**config.mk**
```make
export PLATFORM = sky130hd
export DESIGN_NAME = d_flip_flop
export DESIGN_NICKNAME = d
export VERILOG_FILES = /design/src/rtl/d_flip_flop.sv
export SDC_FILE = /design/constraint.sdc
export NUM_CORES = 1
export LEC_CHECK = 0
export ABC_AREA = 1
export CAP_MARGIN = 20
export CORE_AREA = 2 2 39 41
export CTS_BUF_LIST = sky130_fd_sc_hd__clkbuf_8
export DETAILED_ROUTE_END_ITERATION = 8
export DIE_AREA = 0 0 41 43
export MAX_ROUTING_LAYER = met4
export PLACE_DENSITY_LB_ADDON = 0.1
export SETUP_SLACK_MARGIN = 0.1
export SLEW_MARGIN = 10
export SYNTH_ARGS = -nofsm -noshare
export SYNTH_HDL_FRONTEND = slang
export SYNTH_SLANG_ARGS = --single-unit
```
**constraint.sdc**
```tcl
create_clock -name clk -period 1.6 [get_ports clk]
set_input_delay 0.32 -clock clk [delete_from_list [all_inputs] [get_ports clk]]
set_output_delay 0.32 -clock clk [all_outputs]
set_load 0.02 [all_outputs]
```
**src/rtl/d_flip_flop.sv**
```systemverilog
// Parameterised D register / delay chain with enable, sync clear and change flag.
// Define D_FLIP_FLOP_HOLD_CNT_EN to add the saturating hold_cnt output.
module d_flip_flop #(
  parameter int          WIDTH   = 1,
  parameter int          STAGES  = 1,
  parameter logic [63:0] RST_VAL = '0
) (
  input  logic             clk,
  input  logic             rst,
  input  logic             en,
  input  logic             sclr,
  input  logic [WIDTH-1:0] d,
  output logic [WIDTH-1:0] q,
  output logic [WIDTH-1:0] q_n,
`ifdef D_FLIP_FLOP_HOLD_CNT_EN
  output logic [7:0]       hold_cnt,
`endif
  output logic             changed
);

  localparam logic [WIDTH-1:0] RV = WIDTH'(RST_VAL);

  logic [WIDTH-1:0] stage [STAGES];
  logic [WIDTH-1:0] nxt   [STAGES];
  logic             q_chg;

  always_comb begin
    nxt = stage;
    if (sclr) begin
      for (int i = 0; i < STAGES; i++)
        nxt[i] = RV;
    end else if (en) begin
      nxt[0] = d;
      for (int i = 1; i < STAGES; i++)
        nxt[i] = stage[i-1];
    end
  end

  assign q_chg = (nxt[STAGES-1] != stage[STAGES-1]);

  always_ff @(posedge clk or posedge rst) begin
    if (rst) begin
      for (int i = 0; i < STAGES; i++)
        stage[i] <= RV;
      changed <= 1'b0;
    end else begin
      stage   <= nxt;
      changed <= q_chg;
    end
  end

`ifdef D_FLIP_FLOP_HOLD_CNT_EN
  always_ff @(posedge clk or posedge rst) begin
    if (rst)
      hold_cnt <= 8'h00;
    else if (q_chg)
      hold_cnt <= 8'h00;
    else if (hold_cnt != 8'hFF)
      hold_cnt <= hold_cnt + 8'h01;
  end
`endif

  assign q   = stage[STAGES-1];
  assign q_n = ~q;

endmodule

```
==> flow_summary.yaml <==
# physical design summary
outcome:
  outcome: "finished clean"
critical_path:
  r2r_cells: 3
  startpoint: "changed"
  cp.required_ns: 1.28
  crit_arrival_ns: 1.11
  slowest_delay_ns: 0.60
  cp_max_fo: 1
  r2r_slack_ns: 0.91
  path_class: "reg2out"
  rr_startpoint: "q"
  critPathTopFamily: "buffers and inverters"
  end_kind: "output port"
  crit_path_cell_trace: "clkdlybuf4s50_1"
worst_hold_path:
  hp-class: "in2async"
cts:
  numCtsBuffers: 3
  htreeDepth: 1
  clkLatencyLatePin_ns: 0.21
route:
  drtPass1Iterations: 1
  vias_per_cell: 2.67
  wl_per_cell_um: 6.59
  drc_errors: 0
cells_and_area:
  antenna_cells: 0
  drive_gt1_share_pct: 13.0
  final_cell_mix: "5 x clkdlybuf4s50_1, 4 x inv_1, 4 x nand2_1"
floorplan:
  coreArea_mm2: 0.00138
  die_area_mm2: 0.00176
job:
  cap_viol_max_count: 0
pwr:
  power_w: 0.000288
  p_leak_nw: 0.114
  power_density_mw_per_mm2: 1290
  ir_drop_uv: 183
synthesis:
  syn_nets: 18
  ys_cells: 13
  ys_seq_share_pct: 53.3
  synth_cells: 13
  synth_cell_types: 5
timing:
  hold_viol_final: 0
  finalSetupViolCount: 0
  setup_tns_ns: 0
  rsz0062_at_grt: "false"
  worstMarginPinSlew_ns: 0.216
global_routing:
  antenna_found_initial: 0
  grt_max_degree: 5
place:
  place_ws_ns: 0.210
  gp_congestion: 0.601
worst max path at each step:
stage | to | depth (start not counted)
2_1_floorplan | q_n | 1
3_3_place_gp | q_n | 2
3_5_place_dp | q_n | 2
4_1_cts | changed | 1
5_1_grt | changed | 1
6_report | changed | 1
area by class of cell:
cell class,instances,area share [%]
clock buffer,3,18.5
inverter,4,6.74
multi-input combinational,7,12.9
sequential,2,22.5
tap,16,8.99
timing repair buffer,7,30.3
flip-flops by register name, summed over array words and instances (netlist names):
register and count:
q 1, changed 1
power by group through the flow:
stage	Combinational (W)	Clock (W)	Sequential (W)
3_3_place_gp	0.0000382	0	0.0000570
5_1_grt	0.0000375	0.000209	0.0000570
6_report	0.0000350	0.000196	0.0000568
2_1_floorplan	0.00000988	0	0.0000621
3_5_place_dp	0.0000374	0	0.0000574
4_1_cts	0.0000352	0.000206	0.0000568
cells in the mapped netlist:
| master | number | area share [%] |
|---|---|---|
| nor2_1 | 2 | 8.0 |
| nand2_1 | 4 | 16 |
| nand4_1 | 1 | 6.7 |
| inv_1 | 4 | 16 |
| dfrtp_1 | 2 | 53 |
per-layer routing:
metal | vias to the layer above | share of wire (%) | global-route usage (%)
li1 | 57 | - | -
met1 | 39 | 49 | 4.15
met2 | 8 | 34 | 1.88
met3 | 0 | 16 | 3.14
met4 | 0 | 0 | 8.00
met5 | - | 0 | -
stage by stage:
| step | hold WS (ns) | instances |
|---|---|---|
| CTS | 0.265 | 39 |
| finish | 0.268 | 39 |
| global route | 0.279 | 39 |
| floorplan | 0.0612 | 13 |
| global placement | 0.487 | 36 |
| detailed placement | 0.481 | 36 |
what timing repair did:
item                                   in CTS  in global routing
setup endpoints to repair                   2                  0
gates resized                               2                  0
endpoints found under the hold margin       0                  0
logic make-up (layout without fill, tap and decap cells):
logic type | count (synthesis) | count (layout) | share of synthesized area [%]
and+or+nand+nor | 7 | 7 | 30.7
DFF | 2 | 2 | 53.3
buffers and inverters | 4 | 14 | 16.0
### Cell sizes after repair

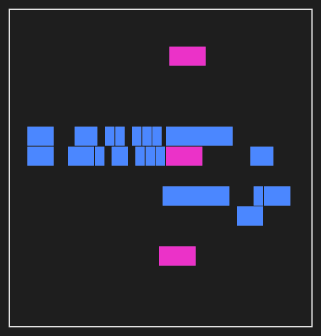
legend:
  blue:
    size: drive 1 or less
    cells: 20
    share: 87%
    most_used: clkdlybuf4s50_1
  magenta:
    size: drive 6 and up
    cells: 3
    share: 13%
    most_used: clkbuf_8
area grow syn2layout: 137%
Final WS setup: 0.169 ns
non-clock buffer count: 7
Design Area, Final: 223 um^2

### Signal wires on met2

Cells faint in the background.
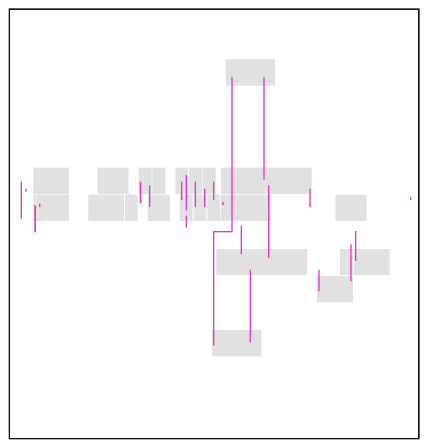
main direction: vertical
longest straight run: 15.5 um
wire length on this layer: 88.9 um
nets with wire on the layer: 21
drt total wl: 257 um
vias after detailed routing: 104
met2 usage: 1.88%

Power is estimated from default activity; no workload was simulated.
